$ cat config.mk
export PLATFORM = sky130hd
export DESIGN_NAME = bsg_dmi_axil_master
export DESIGN_NICKNAME = d
export VERILOG_FILES = /design/src/rtl/bsg_dmi_axil_master.sv
export SDC_FILE = /design/constraint.sdc
export NUM_CORES = 1
export LEC_CHECK = 0
export ABC_CLOCK_PERIOD_IN_PS = 4400
export CAP_MARGIN = 40
export CORE_ASPECT_RATIO = 1.5
export CORE_MARGIN = 4
export CORE_UTILIZATION = 44
export CTS_BUF_LIST = sky130_fd_sc_hd__clkbuf_2 sky130_fd_sc_hd__clkbuf_4 sky130_fd_sc_hd__clkbuf_8
export CTS_CLUSTER_DIAMETER = 100
export DETAILED_ROUTE_END_ITERATION = 8
export PLACE_DENSITY = 0.88
export REMOVE_ABC_BUFFERS = 1
export SYNTH_ARGS = -nofsm -noshare
export SYNTH_HDL_FRONTEND = slang
export SYNTH_SLANG_ARGS = --single-unit
$ cat constraint.sdc
create_clock -name clk_i -period 4.4 [get_ports clk_i]
set_input_delay 0.44 -clock clk_i [delete_from_list [all_inputs] [get_ports clk_i]]
set_output_delay 0.44 -clock clk_i [all_outputs]
set_load 0.01 [all_outputs]
$ cat src/rtl/bsg_dmi_axil_master.sv
// rtl/bsg_dmi_axil_master.sv - DMI request/response to AXI4-Lite master bridge, one transaction outstanding
module bsg_dmi_axil_master #(
    parameter int axil_addr_width_p = 32,
    parameter int axil_data_width_p = 32,
    parameter int dmi_addr_width_p  = 7,
    parameter logic [axil_addr_width_p-1:0] base_addr_p = '0,
    parameter int timeout_p = 1024
) (
    input  logic                           clk_i,
    input  logic                           rst_ni,

    input  logic                           dmi_req_v_i,
    output logic                           dmi_req_ready_o,
    input  logic [dmi_addr_width_p-1:0]    dmi_req_addr_i,
    input  logic [1:0]                     dmi_req_op_i,
    input  logic [31:0]                    dmi_req_data_i,
    output logic                           dmi_resp_v_o,
    input  logic                           dmi_resp_ready_i,
    output logic [31:0]                    dmi_resp_data_o,
    output logic [1:0]                     dmi_resp_resp_o,

    output logic [axil_addr_width_p-1:0]   m_axil_awaddr_o,
    output logic [2:0]                     m_axil_awprot_o,
    output logic                           m_axil_awvalid_o,
    input  logic                           m_axil_awready_i,
    output logic [axil_data_width_p-1:0]   m_axil_wdata_o,
    output logic [axil_data_width_p/8-1:0] m_axil_wstrb_o,
    output logic                           m_axil_wvalid_o,
    input  logic                           m_axil_wready_i,
    input  logic [1:0]                     m_axil_bresp_i,
    input  logic                           m_axil_bvalid_i,
    output logic                           m_axil_bready_o,
    output logic [axil_addr_width_p-1:0]   m_axil_araddr_o,
    output logic [2:0]                     m_axil_arprot_o,
    output logic                           m_axil_arvalid_o,
    input  logic                           m_axil_arready_i,
    input  logic [axil_data_width_p-1:0]   m_axil_rdata_i,
    input  logic [1:0]                     m_axil_rresp_i,
    input  logic                           m_axil_rvalid_i,
    output logic                           m_axil_rready_o
);

    localparam logic [1:0] op_read_lp    = 2'd1;
    localparam logic [1:0] op_write_lp   = 2'd2;
    localparam logic [1:0] dmi_ok_lp     = 2'd0;
    localparam logic [1:0] dmi_failed_lp = 2'd2;
    localparam logic [1:0] axi_okay_lp   = 2'd0;

    localparam logic [2:0] e_ready  = 3'd0;
    localparam logic [2:0] e_write  = 3'd1;
    localparam logic [2:0] e_read   = 3'd2;
    localparam logic [2:0] e_wait_b = 3'd3;
    localparam logic [2:0] e_wait_r = 3'd4;
    localparam logic [2:0] e_resp   = 3'd5;
    localparam logic [2:0] e_drain  = 3'd6;

    localparam int timer_width_lp = $clog2(timeout_p) + 1;
    localparam logic [timer_width_lp-1:0] timer_last_lp = timer_width_lp'(timeout_p - 1);

    logic [2:0]                   state_r, state_n;
    logic                         req_ready_r;
    logic [axil_addr_width_p-1:0] addr_r, req_axil_addr;
    logic [axil_data_width_p-1:0] wdata_r;
    logic                         aw_v_r, w_v_r, ar_v_r;
    logic                         drain_b_r, drain_r_r;
    logic [timer_width_lp-1:0]    timer_r;
    logic [31:0]                  resp_data_r, resp_data_n;
    logic [1:0]                   resp_code_r, resp_code_n;

    logic accept, in_timed, timed_out, load_resp;
    logic set_drain_b, set_drain_r;
    logic aw_left, w_left, ar_left, drain_left;

    assign accept    = dmi_req_v_i & req_ready_r;
    assign in_timed  = (state_r == e_write) | (state_r == e_read)
                     | (state_r == e_wait_b) | (state_r == e_wait_r);
    assign timed_out = (timer_r == timer_last_lp);

    assign req_axil_addr = base_addr_p + (axil_addr_width_p'(dmi_req_addr_i) << 2);

    // Work still owed to the slave after a timed-out request, as of the end of this cycle
    assign aw_left    = aw_v_r & ~m_axil_awready_i;
    assign w_left     = w_v_r  & ~m_axil_wready_i;
    assign ar_left    = ar_v_r & ~m_axil_arready_i;
    assign drain_left = aw_left | w_left | ar_left
                      | (drain_b_r & ~m_axil_bvalid_i)
                      | (drain_r_r & ~m_axil_rvalid_i);

    always_comb begin
        state_n     = state_r;
        load_resp   = 1'b0;
        resp_code_n = dmi_ok_lp;
        resp_data_n = '0;
        set_drain_b = 1'b0;
        set_drain_r = 1'b0;
        case (state_r)
            e_ready: begin
                if (accept) begin
                    case (dmi_req_op_i)
                        op_write_lp: state_n = e_write;
                        op_read_lp:  state_n = e_read;
                        default: begin
                            state_n   = e_resp;
                            load_resp = 1'b1;
                        end
                    endcase
                end
            end
            e_write: begin
                if (!aw_left && !w_left) begin
                    state_n = e_wait_b;
                end else if (timed_out) begin
                    state_n     = e_resp;
                    load_resp   = 1'b1;
                    resp_code_n = dmi_failed_lp;
                    set_drain_b = 1'b1;
                end
            end
            e_read: begin
                if (m_axil_arready_i) begin
                    state_n = e_wait_r;
                end else if (timed_out) begin
                    state_n     = e_resp;
                    load_resp   = 1'b1;
                    resp_code_n = dmi_failed_lp;
                    set_drain_r = 1'b1;
                end
            end
            e_wait_b: begin
                if (m_axil_bvalid_i) begin
                    state_n     = e_resp;
                    load_resp   = 1'b1;
                    resp_code_n = (m_axil_bresp_i == axi_okay_lp) ? dmi_ok_lp : dmi_failed_lp;
                end else if (timed_out) begin
                    state_n     = e_resp;
                    load_resp   = 1'b1;
                    resp_code_n = dmi_failed_lp;
                    set_drain_b = 1'b1;
                end
            end
            e_wait_r: begin
                if (m_axil_rvalid_i) begin
                    state_n   = e_resp;
                    load_resp = 1'b1;
                    if (m_axil_rresp_i == axi_okay_lp) begin
                        resp_data_n = m_axil_rdata_i[31:0];
                    end else begin
                        resp_code_n = dmi_failed_lp;
                    end
                end else if (timed_out) begin
                    state_n     = e_resp;
                    load_resp   = 1'b1;
                    resp_code_n = dmi_failed_lp;
                    set_drain_r = 1'b1;
                end
            end
            e_resp: begin
                if (dmi_resp_ready_i) begin
                    state_n = drain_left ? e_drain : e_ready;
                end
            end
            e_drain: begin
                if (!drain_left) begin
                    state_n = e_ready;
                end
            end
            default: state_n = e_ready;
        endcase
    end

    always_ff @(posedge clk_i or negedge rst_ni) begin
        if (!rst_ni) begin
            state_r     <= e_ready;
            req_ready_r <= 1'b0;
            addr_r      <= '0;
            wdata_r     <= '0;
            aw_v_r      <= 1'b0;
            w_v_r       <= 1'b0;
            ar_v_r      <= 1'b0;
            drain_b_r   <= 1'b0;
            drain_r_r   <= 1'b0;
            timer_r     <= '0;
            resp_data_r <= '0;
            resp_code_r <= '0;
        end else begin
            state_r     <= state_n;
            // Registered so ready stays low through reset and is never combinational
            req_ready_r <= (state_n == e_ready);

            if (accept) begin
                addr_r  <= req_axil_addr;
                wdata_r <= axil_data_width_p'(dmi_req_data_i);
            end

            if (accept && dmi_req_op_i == op_write_lp) begin
                aw_v_r <= 1'b1;
                w_v_r  <= 1'b1;
            end else begin
                if (m_axil_awready_i) aw_v_r <= 1'b0;
                if (m_axil_wready_i)  w_v_r  <= 1'b0;
            end

            if (accept && dmi_req_op_i == op_read_lp) begin
                ar_v_r <= 1'b1;
            end else if (m_axil_arready_i) begin
                ar_v_r <= 1'b0;
            end

            if (accept) begin
                timer_r <= '0;
            end else if (in_timed) begin
                timer_r <= timer_r + timer_width_lp'(1);
            end

            if (set_drain_b) begin
                drain_b_r <= 1'b1;
            end else if (m_axil_bvalid_i) begin
                drain_b_r <= 1'b0;
            end

            if (set_drain_r) begin
                drain_r_r <= 1'b1;
            end else if (m_axil_rvalid_i) begin
                drain_r_r <= 1'b0;
            end

            if (load_resp) begin
                resp_data_r <= resp_data_n;
                resp_code_r <= resp_code_n;
            end
        end
    end

    assign dmi_req_ready_o  = req_ready_r;
    assign dmi_resp_v_o     = (state_r == e_resp);
    assign dmi_resp_data_o  = resp_data_r;
    assign dmi_resp_resp_o  = resp_code_r;

    assign m_axil_awaddr_o  = addr_r;
    assign m_axil_awprot_o  = 3'b000;
    assign m_axil_awvalid_o = aw_v_r;
    assign m_axil_wdata_o   = wdata_r;
    assign m_axil_wstrb_o   = {(axil_data_width_p/8){1'b1}};
    assign m_axil_wvalid_o  = w_v_r;
    assign m_axil_bready_o  = (state_r == e_wait_b) | drain_b_r;
    assign m_axil_araddr_o  = addr_r;
    assign m_axil_arprot_o  = 3'b000;
    assign m_axil_arvalid_o = ar_v_r;
    assign m_axil_rready_o  = (state_r == e_wait_r) | drain_r_r;

endmodule
==> flow_metrics.py, run 1 <==
# Physical implementation metrics
metrics = {
    "final_layout": {
        "layout-drive-gt1-share_pct": 13.2,
        "final_cell_mix": "clkdlybuf4s50_1, dfrtp_1, conb_1",
        "areaGrowthSynthToFinish_pct": 40.0,
        "finalNetCount": 621,
    },
    "timing": {
        "fin_hold_ws_ns": 0.510,
        "tightest_slew_ns": 0.802,
        "layout_setup_ws_ns": 1.83,
        "fin_setup_tns_ns": 0,
        "rsz0062_at_grt": "false",
        "setup_viol": 0,
    },
    "yosys": {
        "async_flop_share_pct": 100,
        "syn_inst": 371,
        "synth_flop_count": 92,
        "ys_chip_area_sq_um": 4420,
        "ys_cells": 371,
    },
    "outcome": {
        "status": "complete, no violations",
    },
    "floorplanning": {
        "num_rows": 44,
        "die_h_microns": 131,
        "io_pins": 233,
        "fp.dieW_microns": 89.9,
        "core_area_sq_um": 9740,
    },
    "routing": {
        "drc": 0,
        "met2WireLength_mm": 6.02,
        "wl_per_cell_microns": 17.2,
        "highest_layer": "met4",
        "wl_met3_microns": 823,
        "drtIter0Drc": 134,
        "drt_wl_total_mm": 11.2,
    },
    "setup_path": {
        "cp_max_fo": 10,
        "endpoint_kind": "output port",
        "crit_start": "state_r[1]",
        "cp.required_ns": 3.96,
        "slowest_stage": "dfrtp_1",
    },
    "cts": {
        "clk_latency_ns": 0.36,
        "cts_hold_buf": 1,
        "clockBufferDepth": 2,
        "root_buffer": "clkbuf_8",
    },
    "global_routing": {
        "grt_pass1_wl_mm": 17.4,
        "grt_pass1_vias": 3447,
        "grtUsageMet3_pct": 5.10,
        "grtUsageMet2_pct": 35.3,
        "met1_usage_pct": 20.0,
        "grt_max_degree": 67,
        "grtUsageTotal_pct": 18.9,
    },
    "hold_path": {
        "worstHoldStart": "dmi_resp_data_o[21]",
    },
    "flow_run": {
        "tool_warnings": 26,
    },
    "placed_design": {
        "place_area_sq_um": 5930,
    },
    "power": {
        "total_power_mw": 3.90,
    },
}
run 1: cell families after synthesis:
family / Yosys count / share of synthesized area [%]
DFF: 92 / 52.1
buffers and inverters: 89 / 14.3
and+or+nand+nor: 75 / 9.59
AOI/OAI and AO/OA: 60 / 10.9
muxes: 39 / 9.93
xor gates and xnor gates: 11 / 2.18
adders and majority gates: 3 / 0.849
other: 2 / 0.170
run 1: power breakdown:
group          switching, mW  internal [mW]
clock                  0.308          0.393
sequential             0.261           1.20
combinational          0.711           1.03
run 1: worst max-delay path by stage:
stage / depth (start not counted) / endpoint
CTS: 5 / m_axil_bready_o
detailed placement: 7 / dmi_resp_data_o[11]
global route: 5 / m_axil_bready_o
floorplan: 4 / dmi_resp_data_o[0]
global placement: 7 / dmi_resp_data_o[1]
finish: 5 / m_axil_bready_o
run 1: synthesized netlist by cell type, drive strengths merged, types with 6 or more instances:
| cell type | number |
|---|---|
| clkbuf | 6 |
| dfrtp | 92 |
| buf | 78 |
| nor4 | 6 |
| nand2b | 6 |
| nor2 | 17 |
| nand2 | 17 |
| nand3 | 9 |
| a21oi | 7 |
| mux2 | 39 |
| a22o | 32 |
| xnor2 | 7 |
| o21ai | 7 |
run 1: area by class of cell:
class                      instances  area [sq um]
clock buffer                      10           138
clock inverter                     6           111
fill                             765          3560
inverter                           5          18.8
multi-input combinational        249          1710
sequential                        92          2300
tap                              115           144
timing repair buffer             175          1760
run 1: state kept, by name, summed over array words and instances, names as in the netlist:
name              flops
dmi_resp_data_o      32
m_axil_wdata_o       32
timer_r              11
m_axil_araddr_o       7
state_r               3
dmi_req_ready_o       1
dmi_resp_resp_o       1
drain_b_r             1
drain_r_r             1
m_axil_arvalid_o      1
m_axil_awvalid_o      1
m_axil_wvalid_o       1
**Run 1: gate-type map**

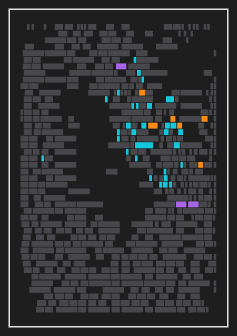
- adder and majority cells: purple (cells 3)
- NOR gates: cyan (cells 30)
- AND and OR gates: orange (cells 6)
Final Non-Filler Cells: 652
logic share of the area: 27.7%

**Run 1: register map, names as in the netlist**

The bar under the picture is 20 microns long. Other sequential cells in the stronger gray, the rest of the logic in the fainter gray.
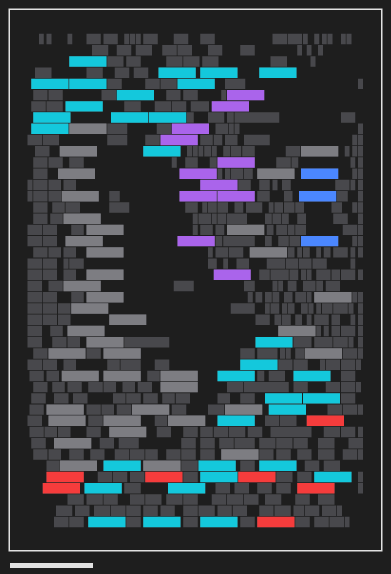
- m_axil_wdata_o: cyan (placed flops 32)
- timer_r: purple (placed flops 11)
- state_r: blue (placed flops 3)
- m_axil_araddr_o: red (placed flops 7)
- not colored: 39
Seq. pwr: 1.46 mW
final core occ: 63.5%
Seq/total area: 37.2%

**Run 1: layout detail**

The bar under the picture is 10 microns long. Region (10, 20) to (35, 45) microns. Cells in gray, sequential cells in the stronger gray; small squares are vias.
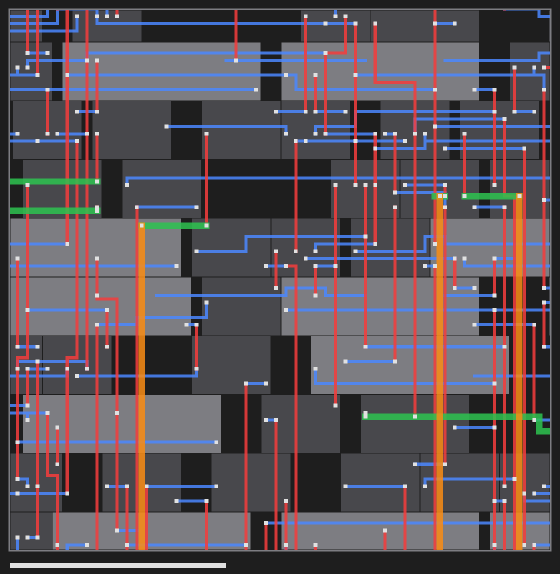
- metal 1: blue
- metal 4: orange
- metal 2: red
- metal 3: green
- most frequent: clkdlybuf4s50_1 (16), a22o_1 (13), dfrtp_1 (10)
- cells with their middle in the window: 41
- netlist names of flops here include: dmi_resp_data_o (9), m_axil_wdata_o (1)
- sequential cells in the window: 10

==> run 1 -> run 2 <==
--- a/config.mk
+++ b/config.mk
@@ -5,15 +5,15 @@
 export SDC_FILE = /design/constraint.sdc
 export NUM_CORES = 1
 export LEC_CHECK = 0
-export ABC_CLOCK_PERIOD_IN_PS = 4400
+export ABC_CLOCK_PERIOD_IN_PS = 2300
 export CAP_MARGIN = 40
 export CORE_ASPECT_RATIO = 1.5
 export CORE_MARGIN = 4
-export CORE_UTILIZATION = 44
+export CORE_UTILIZATION = 37
 export CTS_BUF_LIST = sky130_fd_sc_hd__clkbuf_2 sky130_fd_sc_hd__clkbuf_4 sky130_fd_sc_hd__clkbuf_8
 export CTS_CLUSTER_DIAMETER = 100
 export DETAILED_ROUTE_END_ITERATION = 8
-export PLACE_DENSITY = 0.88
+export PLACE_DENSITY = 0.79
 export REMOVE_ABC_BUFFERS = 1
 export SYNTH_ARGS = -nofsm -noshare
 export SYNTH_HDL_FRONTEND = slang
==> constraint.sdc (replaced) <==
create_clock -name clk_i -period 2.3 [get_ports clk_i]
set_input_delay 0.23 -clock clk_i [delete_from_list [all_inputs] [get_ports clk_i]]
set_output_delay 0.23 -clock clk_i [all_outputs]
set_load 0.01 [all_outputs]
**Run 2: routing congestion map**

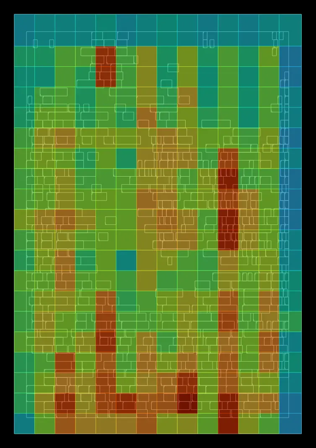
met3 GRT Util: 4.28%
final core occ: 53.5%

**Run 2: register map, names as in the netlist**

The bar under the picture is 20 microns long. Other sequential cells in the stronger gray, the rest of the logic in the fainter gray.
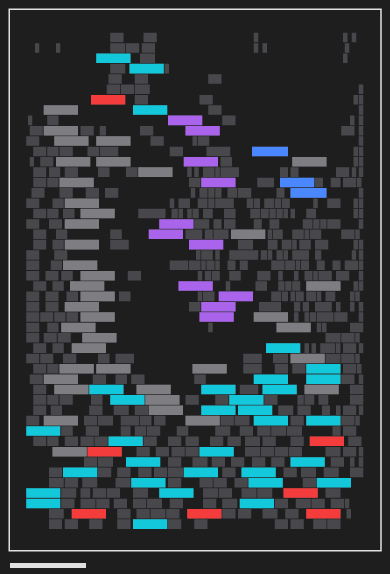
- m_axil_wdata_o: cyan (placed flops 32)
- timer_r: purple (placed flops 11)
- state_r: blue (placed flops 3)
- m_axil_araddr_o: red (placed flops 7)
- not colored: 39

==> flow_metrics.py, run 2 <==
# Physical implementation metrics
metrics = {
    "routing": {
        "drc": 0,
        "drtIter0Drc": 121,
        "via_per_inst": 4.77,
        "drt_wl_total_mm": 11.6,
        "wl_per_cell_microns": 16.8,
    },
    "final_layout": {
        "fillCellCount": 1012,
        "finalNetCount": 626,
        "areaGrowthSynthToFinish_pct": 40.3,
        "fin_cells": 692,
        "layout-drive-gt1-share_pct": 14.4,
        "combGateArea_sq_um": 1720,
        "final_cell_mix": "clkdlybuf4s50_1, dfrtp_1, conb_1",
    },
    "cts": {
        "tritoncts": "done",
        "clk_latency_ns": 0.36,
        "root_buffer": "clkbuf_8",
        "clockBufferDepth": 2,
    },
    "floorplanning": {
        "core_area_sq_um": 11600,
        "io_pins": 233,
        "num_rows": 48,
        "die_h_microns": 142,
        "fp.dieW_microns": 97.3,
    },
    "timing": {
        "rsz0062_at_grt": "false",
        "setup_viol": 0,
        "relSlewSlack_pct": 44.9,
        "layout_setup_ws_ns": 0.115,
        "fin_hold_ws_ns": 0.399,
        "tightest_slew_ns": 0.826,
        "finClkSkew_ns": 0.0196,
        "fin_setup_tns_ns": 0,
    },
    "setup_path": {
        "endpoint_kind": "register",
        "crit_start": "dmi_req_op_i[0]",
        "endpoint": "dmi_resp_resp_o[1]",
        "cp.required_ns": 2.54,
        "path_depth": 7,
        "cp_max_fo": 16,
    },
    "flow_run": {
        "maxCapViolations": 0,
        "tool_warnings": 26,
    },
    "placed_design": {
        "gp_congestion": 0.913,
        "io_buffer_count": 171,
        "place_area_sq_um": 6000,
    },
    "global_routing": {
        "grt_max_degree": 55,
        "grtUsageTotal_pct": 16.2,
        "grt_pass1_vias": 3429,
        "grt_pass1_wl_mm": 17.5,
    },
    "yosys": {
        "ys_chip_area_sq_um": 4420,
        "ys_cells": 371,
        "synth.distinct_cells": 47,
        "synth.most_common_cell": "dfrtp_1",
        "ys_top_cells_by_count": "dfrtp_1, buf_4, mux2_2, a22o_1",
        "async_flop_share_pct": 100,
        "synth_flop_count": 92,
        "syn_inst": 371,
        "enable_flop_cells": 0,
    },
    "power": {
        "total_power_mw": 7.19,
    },
    "outcome": {
        "status": "complete, no violations",
    },
}
**Run 2: gate-type map**

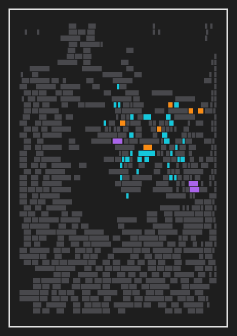
- AND and OR gates: orange (cells 6)
- NOR gates: cyan (cells 30)
- adder and majority cells: purple (cells 3)

[run 2: cell counts after synthesis]
No cell type changed its count.
[run 2: kinds of logic (layout without fill, tap and decap cells)]
group,count (synthesis),in the layout,share of synthesized area [%]
xor+xnor,11,11,2.18
other cells,2,61,0.170
simple gates,75,75,9.59
compound gates,60,61,10.9
flops,92,92,52.1
buf+inv,89,200,14.3
mux,39,39,9.93
fa+ha+maj,3,3,0.849
[run 2: per-layer routing]
metal  GRT usage (%)  up-vias  routed length, microns
met3            4.28       22                     910
li1                -     1506                       -
met2            30.1      167                    6260
met1            16.7     1603                    4120
met4            8.10        0                     341
met5               0        -                       0
[run 2: worst min path at each step]
stage          startpoint            endpoint  slack, ns  cells after the start
6_report           rst_ni  m_axil_wdata_o[12]       0.40                      2
3_3_place_gp       rst_ni  m_axil_wdata_o[14]       0.24                      1
4_1_cts            rst_ni  m_axil_araddr_o[6]       0.39                      2
2_1_floorplan      rst_ni     dmi_req_ready_o      -0.07                      0
5_1_grt            rst_ni  m_axil_wdata_o[13]       0.42                      2
3_5_place_dp       rst_ni  m_axil_wdata_o[13]       0.25                      1
[run 2: timing repair]
item,in CTS,in global routing
hold buffers,1,0
setup endpoints to repair,0,33
buffers inserted,0,0
gates resized,0,2
hold endpoints to repair,38,0
[run 2: final cells by class]
type | count | share of cell area, %
Clock inverter | 5 | 0.686
Clock buffer | 11 | 2.34
Tap cell | 150 | 3.02
Inverter | 5 | 0.302
Multi-Input combinational cell | 250 | 27.7
Sequential cell | 92 | 37.1
Timing Repair Buffer | 179 | 28.8
[run 2: report_power, final]
part	leakage [nW]	internal [mW]	switching, mW	total [mW]
clock network	0.0992	0.449	0.579	1.03
registers	1.17	2.30	0.488	2.79
logic	1.47	1.98	1.39	3.37
total	2.75	4.73	2.46	7.19
==> run 2 -> run 3 <==
--- a/config.mk
+++ b/config.mk
@@ -8,11 +8,12 @@
 export ABC_CLOCK_PERIOD_IN_PS = 2300
 export CAP_MARGIN = 40
 export CORE_ASPECT_RATIO = 1.5
-export CORE_MARGIN = 4
+export CORE_MARGIN = 10
 export CORE_UTILIZATION = 37
 export CTS_BUF_LIST = sky130_fd_sc_hd__clkbuf_2 sky130_fd_sc_hd__clkbuf_4 sky130_fd_sc_hd__clkbuf_8
 export CTS_CLUSTER_DIAMETER = 100
 export DETAILED_ROUTE_END_ITERATION = 8
+export GPL_ROUTABILITY_DRIVEN = 0
 export PLACE_DENSITY = 0.79
 export REMOVE_ABC_BUFFERS = 1
 export SYNTH_ARGS = -nofsm -noshare
**Run 3: gate-type map**

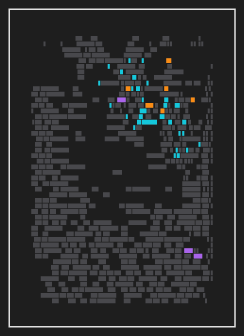
- AND and OR gates: orange (cells 6)
- NOR gates: cyan (cells 30)
- adder and majority cells: purple (cells 3)

**Run 3: register map, names as in the netlist**

The bar under the picture is 20 microns long. Other sequential cells in the stronger gray, the rest of the logic in the fainter gray.
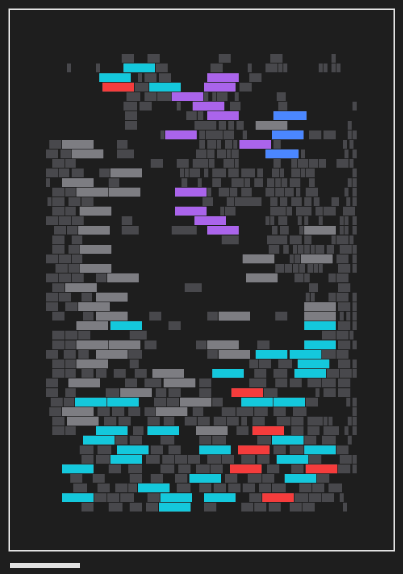
- m_axil_araddr_o: red (placed flops 7)
- state_r: blue (placed flops 3)
- m_axil_wdata_o: cyan (placed flops 32)
- timer_r: purple (placed flops 11; where top middle)
- not colored: 39
Flop area: 2300 sq um
Seq/total area: 37.3%
final core occ: 53.3%

==> flow_metrics.py, run 3 <==
# Physical implementation metrics
metrics = {
    "global_routing": {
        "grtUsageTotal_pct": 14.9,
        "grt_max_degree": 54,
        "grt_pass1_vias": 3445,
        "grt_pass1_wl_mm": 19.2,
    },
    "placed_design": {
        "io_buffer_count": 171,
    },
    "setup_path": {
        "cpPeakStageDelay_ns": 0.53,
        "slowest_stage": "clkdlybuf4s50_1",
        "cp.required_ns": 2.07,
        "crit_start": "state_r[1]",
    },
    "yosys": {
        "enable_flop_cells": 0,
        "syn_inst": 371,
        "ys_cells": 371,
        "ys_top_cells_by_count": "dfrtp_1, buf_4, mux2_2, a22o_1",
        "synth.most_common_cell": "dfrtp_1",
        "synth_flop_count": 92,
        "synth.distinct_cells": 47,
    },
    "routing": {
        "drtIter0Drc": 106,
        "highest_layer": "met4",
        "met2WireLength_mm": 6.75,
        "wl_met3_mm": 1.39,
        "drc": 0,
        "wl_met1_mm": 4.41,
        "drt_wl_total_mm": 12.9,
    },
    "timing": {
        "rsz0062_at_grt": "false",
        "layout_setup_ws_ns": 0.161,
        "setup_viol": 0,
        "finClkSkew_ns": 0.0126,
        "tightest_slew_ns": 0.846,
        "fin_setup_tns_ns": 0,
        "fin_hold_ws_ns": 0.385,
        "relSlewSlack_pct": 43.4,
    },
    "final_layout": {
        "fillCellCount": 1008,
        "fin_cells": 690,
        "areaGrowthSynthToFinish_pct": 39.7,
    },
    "floorplanning": {
        "fp.dieW_microns": 109,
        "core_area_sq_um": 11600,
        "num_rows": 48,
        "io_pins": 233,
        "die_h_microns": 154,
    },
    "flow_run": {
        "tool_warnings": 26,
    },
    "cts": {
        "tritoncts": "done",
        "clk_latency_ns": 0.36,
        "clockBufferDepth": 2,
        "root_buffer": "clkbuf_8",
    },
    "outcome": {
        "status": "complete, no violations",
    },
}
**Run 3: routing congestion map**

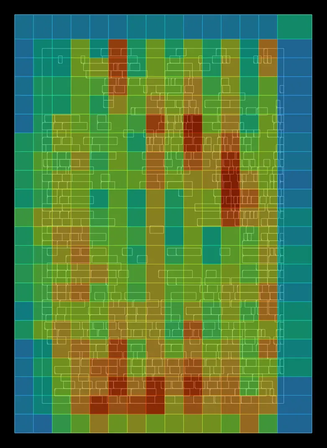
GR Layer Usage met1: 14.9%
GR peak layer: met2
met3 GRT Util: 5.61%
WL/cell: 18.7 microns

run 3: cell families (layout without fill, tap and decap cells):
logic type                 Yosys count  after routing  share of synthesized area [%]
DFF                                 92             92                           52.1
muxes                               39             39                           9.93
other                                2             61                          0.170
adders and majority gates            3              3                          0.849
AOI/OAI and AO/OA                   60             60                           10.9
and+or+nand+nor                     75             75                           9.59
buffers and inverters               89            199                           14.3
xor gates and xnor gates            11             11                           2.18
run 3: report_power, final:
part           switching [mW]  total (mW)  leakage, nW  internal, mW
registers               0.489        2.79         1.17          2.30
clock network           0.579       0.991       0.0867         0.413
logic                    1.42        3.40         1.47          1.98
run 3: through the flow:
stage	util, %	power, mW	instance area, sq um
after floorplan	-	4.21	4030
after global placement	51.7	6.14	5990
after detailed placement	51.7	6.24	5990
after CTS	53.3	7.27	6180
after global routing	53.3	7.61	6180
final	53.3	7.18	6180
run 3: cell type report:
class	count	area, sq um	share of cell area, %
multi-input cells	249	1710	27.7
flip-flops and latches	92	2300	37.3
inverters	5	18.8	0.304
well taps	150	188	3.04
repair buffers	178	1780	28.8
clock inverters	6	46.3	0.749
clock buffers	10	131	2.13
run 3: what timing repair did:
item / in CTS / in global routing
hold buffers: 1 / 0
setup endpoints to repair: 0 / 1
buffers inserted: 0 / 0
gates resized: 0 / 2
hold endpoints to repair: 39 / 0
run 3: path summary, 6_finish.rpt:
check	cells after the start	endpoint
hold / removal	2	m_axil_wdata_o[17]
max in group asynchronous	3	state_r[2]
setup / recovery	5	m_axil_bready_o
setup reg to reg	6	dmi_resp_resp_o[1]
hold reg to reg	1	m_axil_wdata_o[31]
min in group clk_i	2	dmi_resp_data_o[14]

==> screenshots <==
Nets reached from selected ports.
The bar under the picture is 20 microns long.
image #1
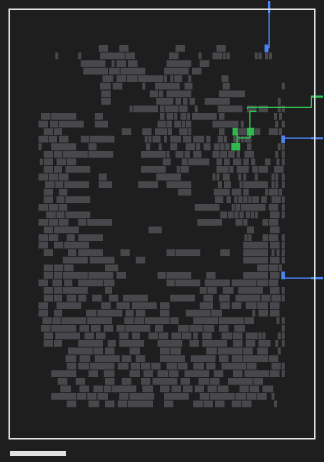
image #2
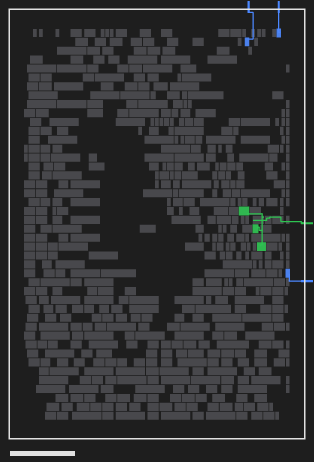
Of these, largest die: image #1
Run 1 is image #2.
Run 3 is image #1.

Key to image #1:
- m_axil_awprot_o: blue (bits 3; direction output; end cells 3; buffers 0; wire 34.9 microns)
- dmi_resp_ready_i: green (bits 1; direction input; end cells 3; buffers 1; wire 49.2 microns)

Power and IR drop assume default switching activity.
